<file path="config.mk">
export PLATFORM = sky130hd
export DESIGN_NAME = sc_speed_scheduler_flat
export DESIGN_NICKNAME = d
export VERILOG_FILES = /design/src/rtl/sc_speed_scheduler_if.sv /design/src/rtl/sc_speed_scheduler.sv /design/src/flat_wrapper.sv
export SDC_FILE = /design/constraint.sdc
export NUM_CORES = 1
export LEC_CHECK = 0
export ABC_CLOCK_PERIOD_IN_PS = 5400
export CAP_MARGIN = 15
export CORE_AREA = 4 4 87 170
export DETAILED_ROUTE_END_ITERATION = 16
export DIE_AREA = 0 0 91 174
export GPL_TIMING_DRIVEN = 0
export PLACE_DENSITY_LB_ADDON = 0.12
export SETUP_SLACK_MARGIN = 0.1
export SYNTH_ARGS = -nofsm -noshare
export SYNTH_HDL_FRONTEND = slang
export SYNTH_SLANG_ARGS = --single-unit
export TNS_END_PERCENT = 30
</file>
<file path="constraint.sdc">
create_clock -name SC_SPEEDCTRL_CLOCK_50 -period 5.4 [get_ports SC_SPEEDCTRL_CLOCK_50]
set_input_delay 1.08 -clock SC_SPEEDCTRL_CLOCK_50 [delete_from_list [all_inputs] [get_ports SC_SPEEDCTRL_CLOCK_50]]
set_output_delay 1.08 -clock SC_SPEEDCTRL_CLOCK_50 [all_outputs]
set_load 0.05 [all_outputs]
</file>
<file path="src/rtl/sc_speed_scheduler_if.sv">
// Command/status bundle between the movement logic (master) and the speed scheduler (slave).
// SC_SPEEDCTRL_TURBO_EN adds the turbo command line.
interface sc_speed_scheduler_if;
    logic       SC_SPEEDCTRL_accel_InLow;
    logic       SC_SPEEDCTRL_brake_InLow;
    logic       SC_SPEEDCTRL_crash_InLow;
`ifdef SC_SPEEDCTRL_TURBO_EN
    logic       SC_SPEEDCTRL_turbo_InLow;
`endif
    logic       SC_SPEEDCTRL_tick_OutLow;
    logic [1:0] SC_SPEEDCTRL_level_Out;
    logic       SC_SPEEDCTRL_crash_OutLow;

    modport master (
        output SC_SPEEDCTRL_accel_InLow, SC_SPEEDCTRL_brake_InLow, SC_SPEEDCTRL_crash_InLow,
`ifdef SC_SPEEDCTRL_TURBO_EN
        output SC_SPEEDCTRL_turbo_InLow,
`endif
        input  SC_SPEEDCTRL_tick_OutLow, SC_SPEEDCTRL_level_Out, SC_SPEEDCTRL_crash_OutLow
    );

    modport slave (
        input  SC_SPEEDCTRL_accel_InLow, SC_SPEEDCTRL_brake_InLow, SC_SPEEDCTRL_crash_InLow,
`ifdef SC_SPEEDCTRL_TURBO_EN
        input  SC_SPEEDCTRL_turbo_InLow,
`endif
        output SC_SPEEDCTRL_tick_OutLow, SC_SPEEDCTRL_level_Out, SC_SPEEDCTRL_crash_OutLow
    );
endinterface

</file>
<file path="src/rtl/sc_speed_scheduler.sv">
// Player-car speed scheduler: speed level 0..3 from held commands, level-paced move tick, crash stall.
// Optional SC_SPEEDCTRL_TURBO_EN halves the level-3 tick period while turbo is held low.
module sc_speed_scheduler #(
    parameter int unsigned           TICK_WIDTH  = 26,
    parameter logic [TICK_WIDTH-1:0] PERIOD1     = 26'd12_500_000,
    parameter logic [TICK_WIDTH-1:0] PERIOD2     = 26'd6_250_000,
    parameter logic [TICK_WIDTH-1:0] PERIOD3     = 26'd3_125_000,
    parameter logic [TICK_WIDTH-1:0] DWELL       = 26'd25_000_000,
    parameter logic [TICK_WIDTH-1:0] CRASH_STALL = 26'd50_000_000
) (
    input  logic                SC_SPEEDCTRL_CLOCK_50,
    input  logic                SC_SPEEDCTRL_RESET_InLow,
    sc_speed_scheduler_if.slave ctrl
);
    typedef enum logic [1:0] {S_IDLE, S_RUN, S_CRASH} state_e;
    typedef enum logic [1:0] {CMD_NONE, CMD_ACCEL, CMD_BRAKE} cmd_e;

    localparam logic [TICK_WIDTH-1:0] ONE = TICK_WIDTH'(1);

    state_e                state_q, state_d;
    cmd_e                  cmd_q, cmd_d, cmd;
    logic [1:0]            level_q, level_d;
    logic [TICK_WIDTH-1:0] tick_cnt_q, tick_cnt_d;
    logic [TICK_WIDTH-1:0] dwell_cnt_q, dwell_cnt_d;
    logic [TICK_WIDTH-1:0] stall_cnt_q, stall_cnt_d;
    logic                  tick_n_q, tick_n_d;
    logic                  crash_n_q, crash_n_d;
    logic [TICK_WIDTH-1:0] period, dwell_base;
    logic                  crash_hit, turbo_on, turbo_toggle, tick_hit;

    assign crash_hit = ~ctrl.SC_SPEEDCTRL_crash_InLow;
    assign cmd       = ~ctrl.SC_SPEEDCTRL_brake_InLow ? CMD_BRAKE :
                       ~ctrl.SC_SPEEDCTRL_accel_InLow ? CMD_ACCEL : CMD_NONE;
    // A newly resolved command starts its dwell from zero on this very edge.
    assign dwell_base = (cmd != cmd_q) ? '0 : dwell_cnt_q;

`ifdef SC_SPEEDCTRL_TURBO_EN
    logic turbo_q;
    assign turbo_on     = ~ctrl.SC_SPEEDCTRL_turbo_InLow;
    assign turbo_toggle = (turbo_q != ctrl.SC_SPEEDCTRL_turbo_InLow) &&
                          (state_q == S_RUN) && (level_q == 2'd3);
    always_ff @(posedge SC_SPEEDCTRL_CLOCK_50 or negedge SC_SPEEDCTRL_RESET_InLow)
        if (!SC_SPEEDCTRL_RESET_InLow) turbo_q <= 1'b1;
        else                           turbo_q <= ctrl.SC_SPEEDCTRL_turbo_InLow;
`else
    assign turbo_on     = 1'b0;
    assign turbo_toggle = 1'b0;
`endif

    always_comb begin
        period = PERIOD1;
        case (level_q)
            2'd2:    period = PERIOD2;
            2'd3:    period = turbo_on ? (PERIOD3 >> 1) : PERIOD3;
            default: period = PERIOD1;
        endcase
    end

    // State register (plus the datapath registers it sequences).
    always_ff @(posedge SC_SPEEDCTRL_CLOCK_50 or negedge SC_SPEEDCTRL_RESET_InLow) begin
        if (!SC_SPEEDCTRL_RESET_InLow) begin
            state_q     <= S_IDLE;
            cmd_q       <= CMD_NONE;
            level_q     <= 2'd0;
            tick_cnt_q  <= '0;
            dwell_cnt_q <= '0;
            stall_cnt_q <= '0;
            tick_n_q    <= 1'b1;
            crash_n_q   <= 1'b1;
        end else begin
            state_q     <= state_d;
            cmd_q       <= cmd_d;
            level_q     <= level_d;
            tick_cnt_q  <= tick_cnt_d;
            dwell_cnt_q <= dwell_cnt_d;
            stall_cnt_q <= stall_cnt_d;
            tick_n_q    <= tick_n_d;
            crash_n_q   <= crash_n_d;
        end
    end

    // Next-state logic.
    always_comb begin
        state_d     = state_q;
        cmd_d       = cmd;
        level_d     = level_q;
        tick_cnt_d  = tick_cnt_q;
        dwell_cnt_d = dwell_cnt_q;
        stall_cnt_d = stall_cnt_q;
        if (crash_hit) begin
            state_d     = S_CRASH;
            cmd_d       = CMD_NONE;
            level_d     = 2'd0;
            tick_cnt_d  = '0;
            dwell_cnt_d = '0;
            stall_cnt_d = '0;
        end else if (state_q == S_CRASH) begin
            cmd_d = CMD_NONE;
            if (stall_cnt_q == CRASH_STALL - ONE) begin
                state_d     = S_IDLE;
                stall_cnt_d = '0;
            end else begin
                stall_cnt_d = stall_cnt_q + ONE;
            end
        end else begin
            if (cmd == CMD_NONE) begin
                dwell_cnt_d = '0;
            end else if (dwell_base == DWELL - ONE) begin
                dwell_cnt_d = '0;
                if (cmd == CMD_ACCEL && level_q != 2'd3) level_d = level_q + 2'd1;
                if (cmd == CMD_BRAKE && level_q != 2'd0) level_d = level_q - 2'd1;
            end else begin
                dwell_cnt_d = dwell_base + ONE;
            end
            state_d = (level_d == 2'd0) ? S_IDLE : S_RUN;
            // Level or turbo change restarts the period without firing.
            if (state_d != S_RUN || level_d != level_q || turbo_toggle)
                tick_cnt_d = '0;
            else if (tick_cnt_q == period - ONE)
                tick_cnt_d = '0;
            else
                tick_cnt_d = tick_cnt_q + ONE;
        end
    end

    // Output logic (registered by the state register process).
    always_comb begin
        tick_hit  = !crash_hit && (state_q == S_RUN) && (level_d == level_q) &&
                    !turbo_toggle && (tick_cnt_q == period - ONE);
        tick_n_d  = ~tick_hit;
        crash_n_d = (state_d != S_CRASH);
    end

    assign ctrl.SC_SPEEDCTRL_tick_OutLow  = tick_n_q;
    assign ctrl.SC_SPEEDCTRL_level_Out    = level_q;
    assign ctrl.SC_SPEEDCTRL_crash_OutLow = crash_n_q;
endmodule

</file>
<file path="src/flat_wrapper.sv">
// flat-port wrapper written by rule: the top's interface ports become plain ports
module sc_speed_scheduler_flat 
#(
    parameter int unsigned           TICK_WIDTH  = 26,
    parameter logic [TICK_WIDTH-1:0] PERIOD1     = 26'd12_500_000,
    parameter logic [TICK_WIDTH-1:0] PERIOD2     = 26'd6_250_000,
    parameter logic [TICK_WIDTH-1:0] PERIOD3     = 26'd3_125_000,
    parameter logic [TICK_WIDTH-1:0] DWELL       = 26'd25_000_000,
    parameter logic [TICK_WIDTH-1:0] CRASH_STALL = 26'd50_000_000
)
  (SC_SPEEDCTRL_CLOCK_50, SC_SPEEDCTRL_RESET_InLow, ctrl_SC_SPEEDCTRL_accel_InLow, ctrl_SC_SPEEDCTRL_brake_InLow, ctrl_SC_SPEEDCTRL_crash_InLow, ctrl_SC_SPEEDCTRL_tick_OutLow, ctrl_SC_SPEEDCTRL_level_Out, ctrl_SC_SPEEDCTRL_crash_OutLow);
  sc_speed_scheduler_if ctrl_i ();
  input  logic SC_SPEEDCTRL_CLOCK_50;
  input  logic SC_SPEEDCTRL_RESET_InLow;
  input wire logic [$bits(ctrl_i.SC_SPEEDCTRL_accel_InLow)-1:0] ctrl_SC_SPEEDCTRL_accel_InLow;
  input wire logic [$bits(ctrl_i.SC_SPEEDCTRL_brake_InLow)-1:0] ctrl_SC_SPEEDCTRL_brake_InLow;
  input wire logic [$bits(ctrl_i.SC_SPEEDCTRL_crash_InLow)-1:0] ctrl_SC_SPEEDCTRL_crash_InLow;
  output wire logic [$bits(ctrl_i.SC_SPEEDCTRL_tick_OutLow)-1:0] ctrl_SC_SPEEDCTRL_tick_OutLow;
  output wire logic [$bits(ctrl_i.SC_SPEEDCTRL_level_Out)-1:0] ctrl_SC_SPEEDCTRL_level_Out;
  output wire logic [$bits(ctrl_i.SC_SPEEDCTRL_crash_OutLow)-1:0] ctrl_SC_SPEEDCTRL_crash_OutLow;
  assign ctrl_i.SC_SPEEDCTRL_accel_InLow = ctrl_SC_SPEEDCTRL_accel_InLow;
  assign ctrl_i.SC_SPEEDCTRL_brake_InLow = ctrl_SC_SPEEDCTRL_brake_InLow;
  assign ctrl_i.SC_SPEEDCTRL_crash_InLow = ctrl_SC_SPEEDCTRL_crash_InLow;
  assign ctrl_SC_SPEEDCTRL_tick_OutLow = ctrl_i.SC_SPEEDCTRL_tick_OutLow;
  assign ctrl_SC_SPEEDCTRL_level_Out = ctrl_i.SC_SPEEDCTRL_level_Out;
  assign ctrl_SC_SPEEDCTRL_crash_OutLow = ctrl_i.SC_SPEEDCTRL_crash_OutLow;
  sc_speed_scheduler #(.TICK_WIDTH(TICK_WIDTH), .PERIOD1(PERIOD1), .PERIOD2(PERIOD2), .PERIOD3(PERIOD3), .DWELL(DWELL), .CRASH_STALL(CRASH_STALL)) u_core (.SC_SPEEDCTRL_CLOCK_50(SC_SPEEDCTRL_CLOCK_50), .SC_SPEEDCTRL_RESET_InLow(SC_SPEEDCTRL_RESET_InLow), .ctrl(ctrl_i));
endmodule
</file>
**Run 1: sequential cells grouped by signal name**

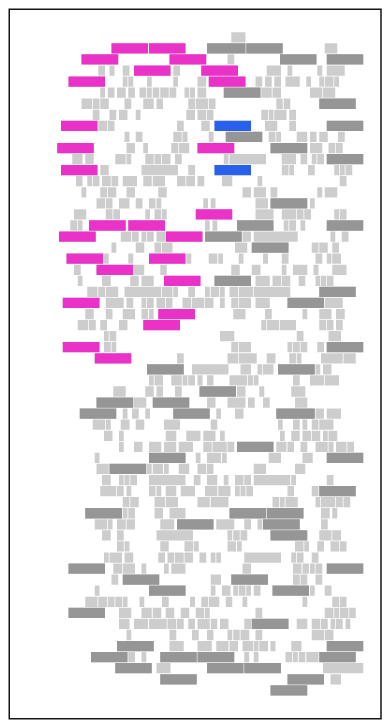
| colour | name in the netlist | placed flops |
|---|---|---|
| magenta | u_core.stall_cnt_q | 26 |
| blue | u_core.cmd_q | 2 |

**Run 1: the metal 2 layer**

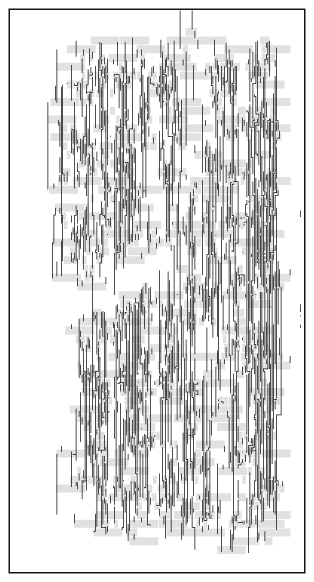
nets with wire on the layer: 559
longest straight run: 58.8 um
share of all routed wire: 55%
wire length on this layer: 8400 um
main direction: vertical

**Run 1: M3 wires**

Scale bar: 20 um.
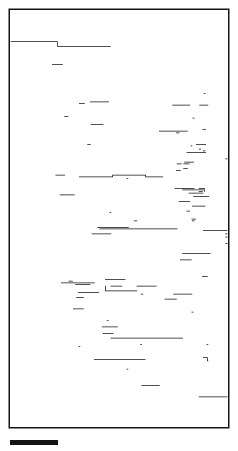
share of all routed wire: 3.0%
main direction: horizontal
longest straight run: 32.2 um
nets with wire on the layer: 47
wire length on this layer: 463 um

==> results.txt, run 1 <==
Physical implementation

The number of standard cells in the layout, taps in and fillers out is 797. The run finished with clean final reports. Counting flops and latches in the post-synthesis netlist gives 86. When the netlist entered floorplanning its net count stood at 631. The number of inverters outside the clock class in the layout is 20. After layout, the buffer instance count without clock buffers stands at 43. The data required time at the worst endpoint is 5.63 ns.

The cell with the most instances on the worst path is sky130_fd_sc_hd__clkbuf_1. In this run the worst setup path terminates at u_core.tick_cnt_q[7]. The global routing report lists met1 layer usage as 20.25%. The worst reg2reg path startpoint is u_core.cmd_q[0]. The number of endpoints with negative hold slack in the final report is 0. The async set-reset flop share out of synthesis is 100.0%. The number of CTS-inserted buffers is 9. STA classifies the critical path endpoint as a flop. The floorplan has 60 rows. The routed layout reports a DRC error count of 0. The clock latency of the later-clocked register in the worst-skew pair is 0.35 ns. For this configuration, the core starts out at a cell density of 38.85%. The worst min-delay path class is flop to flop. The number of cells on the worst reg-to-reg path is 14. The die extent in x is 91 um. Sorting the Yosys area breakdown by cell type puts at the top sky130_fd_sc_hd__dfrtp_1. The number of instances resized during post-cts repair is 0. Of the cells placed in the final design, the portion with a size suffix greater than 1 is 6.386%.

Of the combinational cells, the family taking the most area is simple AND/OR/NAND/NOR gates. The commonest cells after synthesis are sky130_fd_sc_hd__dfrtp_1, sky130_fd_sc_hd__nand2_1, sky130_fd_sc_hd__o21ai_0, sky130_fd_sc_hd__nand3_1, sky130_fd_sc_hd__nand4_1. The family with the most delay on the worst path is buffers and inverters. In the synthesized netlist, mux cells make up 1.525% of the area. Summing the areas of all compound-gate instances in the mapped netlist gives 17.76% of the synthesized area. The post-layout total power is 1.341 mW. After detailed placement, the design holds a cell count of 781.

In the final layout, the registers with the most flip-flops are u_core.dwell_cnt_q: 26 flops, u_core.stall_cnt_q: 26 flops, u_core.tick_cnt_q: 26 flops. Global routing consumed, on the met3 layer, 2.512% of the routing resources. The combinational power reported by the tool is 0.0577 mW. The number of global-route vias before repair was 5001. Synthesis instantiated 57 different standard cells from the library.

The placement-stage worst setup slack is -0.1461 ns. The number of maximum-capacitance constraint violations is 0. The area taken by flip-flops and latches is 2155 um2. Setup repair after global routing left no endpoint under its margin. As logged by OpenROAD, the buffers inserted on ports number 7. The library cell contributing the largest single delay on the critical path is sky130_fd_sc_hd__clkdlybuf4s50_1. Per the summary, power density relative to cell area is 229.5 nW/um2. The sequential fraction of the synthesis area is 41.04%. The final cycle utilization of the critical path is 91.80%.

By area the synthesized netlist is led by sky130_fd_sc_hd__dfrtp_1, sky130_fd_sc_hd__o21ai_0, sky130_fd_sc_hd__nand3_1. The multi-input combinational cell count is 477. The actual transition at the worst max-transition pin is 0.9288 ns.

The endpoint with the worst hold slack is u_core.stall_cnt_q[25]. Across all layers, the routed design uses 4903 vias. The met2 usage in global routing is 36.97%. The core area is 13510 um2. The part of the total power dissipated in combinational logic is 4.3%. The number of clock-tree buffers in the layout is 9.

The clock tree from TritonCTS is yes. Sequential power for this build is 0.648 mW. Along the critical path, the tally of buffer and inverter instances is 6.

The arrival time of the worst setup path is 5.19 ns. The global-route wire length before repair is 25100 um. The buffer depth of the longest clock path is 2. The startpoint of the tightest hold check path is u_core.stall_cnt_q[25]. The aggregate routed wire length is 15200 um.

In the synthesis report, Yosys lists the chip area as 5250 um2. The mapped cell area is 5250 um2. The worst setup path is launched from an input pin.

Net switching is 23.90% of the power. For this design the top-level I/O count stands at 9. The initial antenna violation count is 0. The worst hold path depth is 1.

The largest power group is sequential cells. The final global-route overflow total is 0. The minimum clock period is 4.957 ns.

The final critical-path setup slack is 0.4426 ns. The cell-mix breakdown from Yosys lists the simple-gate area share as 31.05%. TritonRoute output was used to compute an average wire per cell of 19.08 um. The multi-input logic portion of the cell area is 48.98%. The worst-case vdd ir drop is 0.1374 mV. The floorplan report lists the tap cell count as 155. The via density per instance is 6.152. In this run, the clock network consumes 47.3% of the power. The dominant cell by count in the synthesized netlist is sky130_fd_sc_hd__dfrtp_1. The endpoint of the worst-slack reg-to-reg timing path is u_core.tick_cnt_q[7]. The worst register-to-register path has a setup slack of 1.46 ns.

The cell internal power dissipation is 1.020 mW. The chip footprint is 15830 um2. The length of routed wiring on met1 is 5643 um. After detailed placement, the total cell area comes to 5539 um2. The first-pass detailed-route iteration total is 5. The power report puts the net switching power at 0.3204 mW. The final setup violation count is 0.

The design has 86 sequential cells. For this run, the number of Yosys warnings is 0.
==> inputs of run 2 (changes only) <==
--- a/config.mk
+++ b/config.mk
@@ -13,6 +13,7 @@
 export GPL_TIMING_DRIVEN = 0
 export PLACE_DENSITY_LB_ADDON = 0.12
 export SETUP_SLACK_MARGIN = 0.1
+export SLEW_MARGIN = 30
 export SYNTH_ARGS = -nofsm -noshare
 export SYNTH_HDL_FRONTEND = slang
 export SYNTH_SLANG_ARGS = --single-unit
**Run 2: the metal 2 layer**

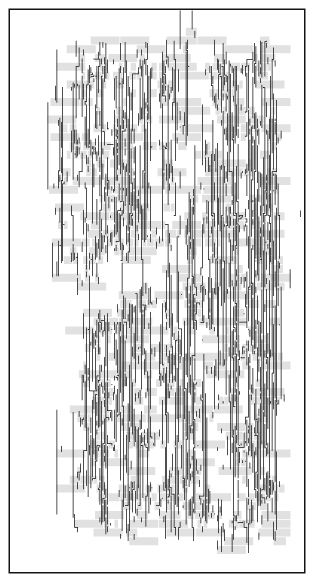
wire length on this layer: 8490 um
nets with wire on the layer: 550
share of all routed wire: 55%
longest straight run: 61.2 um
met2 layer usage reported by global route: 37.47%
vias after detailed routing: 4944

**Run 2: M3 wires**

Scale bar: 20 um.
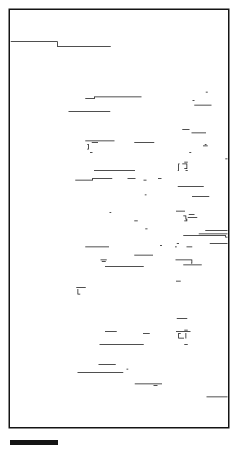
met3 routing resource usage after global routing: 2.988%
total length of routed wires: 15330 um

==> run 2 against run 1 <==
Effect of this change:
- synthesized cell count unchanged
- fmax about the same
- clock power about the same
- sequential cell count unchanged
- clock skew about the same
- final cell count unchanged
- largest power group unchanged
==> results.txt, run 2 <==
Physical implementation

The power density of the placed cells is 229.4 nW/um2. In the final routing, the length of wire on met1 measures 5876 um. The number of clock-tree buffers in the layout is 9. The CTS report gives the tree buffer count as 9. In this run the most critical hold path is launched from u_core.tick_cnt_q[25]. According to the timing report, the data required time at the worst endpoint equals 5.62 ns.

The flow ran to the end, and the final reports show no timing, DRC or antenna violations. The biggest slice of the total power is consumed by sequential cells. In the hold timing report, the worst path depth is 1.

The family with the most delay on the worst path is buffers and inverters. After Yosys synthesis, and, or, nand and nor cells account for 31.05% of the synthesized area. The net count after synthesis is 631.

The die extent in x is 91 um. The biggest area contributor in the post-synthesis netlist is sky130_fd_sc_hd__dfrtp_1. The number of core rows is 60.

The share of total power dissipated in combinational logic is 4.4%. The multi-input logic portion of the cell area is 49.01%. The Yosys step of the flow raised 0 warnings.

The number of well taps is 155. The multi-input combinational cell count is 477. The combinational power reported by the tool is 0.0584 mW. The area taken by flip-flops and latches is 2155 um2. Among the stages of the critical path, the cell type that occurs most often is sky130_fd_sc_hd__clkbuf_1. The final cycle utilization of the critical path is 91.72%.

The largest registers in the layout are u_core.dwell_cnt_q: 26 flops, u_core.stall_cnt_q: 26 flops, u_core.tick_cnt_q: 26 flops. The internal reg-to-reg setup slack is 1.49 ns. The worst register-to-register path begins at u_core.cmd_q[0]. The placement-stage worst setup slack is 0.04915 ns. For reference, the final report shows the hold violation count at 0. Of the total synthesized cell area, the portion taken by AND-OR and OR-AND cells is 17.76%.

The clock network burns 47.3% of the power. For this design the total switching power over the nets is 0.3213 mW. The endpoint of the worst-slack reg-to-reg timing path is u_core.tick_cnt_q[7]. The total I/O pin count is 9. The synthesized chip area reported by yosys is 5250 um2. Per the synth log, the flip-flop and latch total comes to 86. The global route stage reports its total congestion overflow as 0. The minimum clock period is 4.953 ns. The report lists the number of cells resized after CTS as 0.

According to the floorplan report, the total die area is 15830 um2. The initial antenna violation count is 0. The main area contributors are sky130_fd_sc_hd__dfrtp_1, sky130_fd_sc_hd__o21ai_0, sky130_fd_sc_hd__nand3_1. The commonest cells after synthesis are sky130_fd_sc_hd__dfrtp_1, sky130_fd_sc_hd__nand2_1, sky130_fd_sc_hd__o21ai_0, sky130_fd_sc_hd__nand3_1, sky130_fd_sc_hd__nand4_1. The via density per instance is 6.203. The count of buffers not belonging to the clock network in the layout is 43. Once placement finished, the instance area stood at 5548 um2. The transition time recorded at the tightest slew-check pin is 0.8971 ns. The library cell contributing the largest single delay on the critical path is sky130_fd_sc_hd__clkdlybuf4s50_1. The count of unresolved DRC violations after routing is 0. TritonCTS built the clock tree. The cell internal power dissipation is 1.021 mW. The final critical-path setup slack is 0.4471 ns. The count of buffer and inverter cells on the critical path is 6.

The global-route wire length before repair is 25590 um. Per the skew report, the later register of the worst-skew pair sees a clock latency of 0.34 ns. The placed cell count is 781. Per the breakdown, switching nets consume 23.94% of all power. The post-synthesis mux area share is 1.525%. STA classifies the critical path endpoint as a flop. The worst setup path is launched from an input pin. The global routing report lists met1 layer usage as 20.77%. The number of inverters outside the clock class in the layout is 20. The worst min-delay path class is flop to flop. The arrival time of the worst setup path is 5.18 ns. The flop count is 86.

Counting along the longest clock path gives a buffer depth of 2. The number of global-route vias before repair is 5034. Following the worst setup path forward leads to its endpoint at u_core.tick_cnt_q[7]. The mapped cell area is 5250 um2.
No activity file was given, so power comes from the tool's default toggle rates.
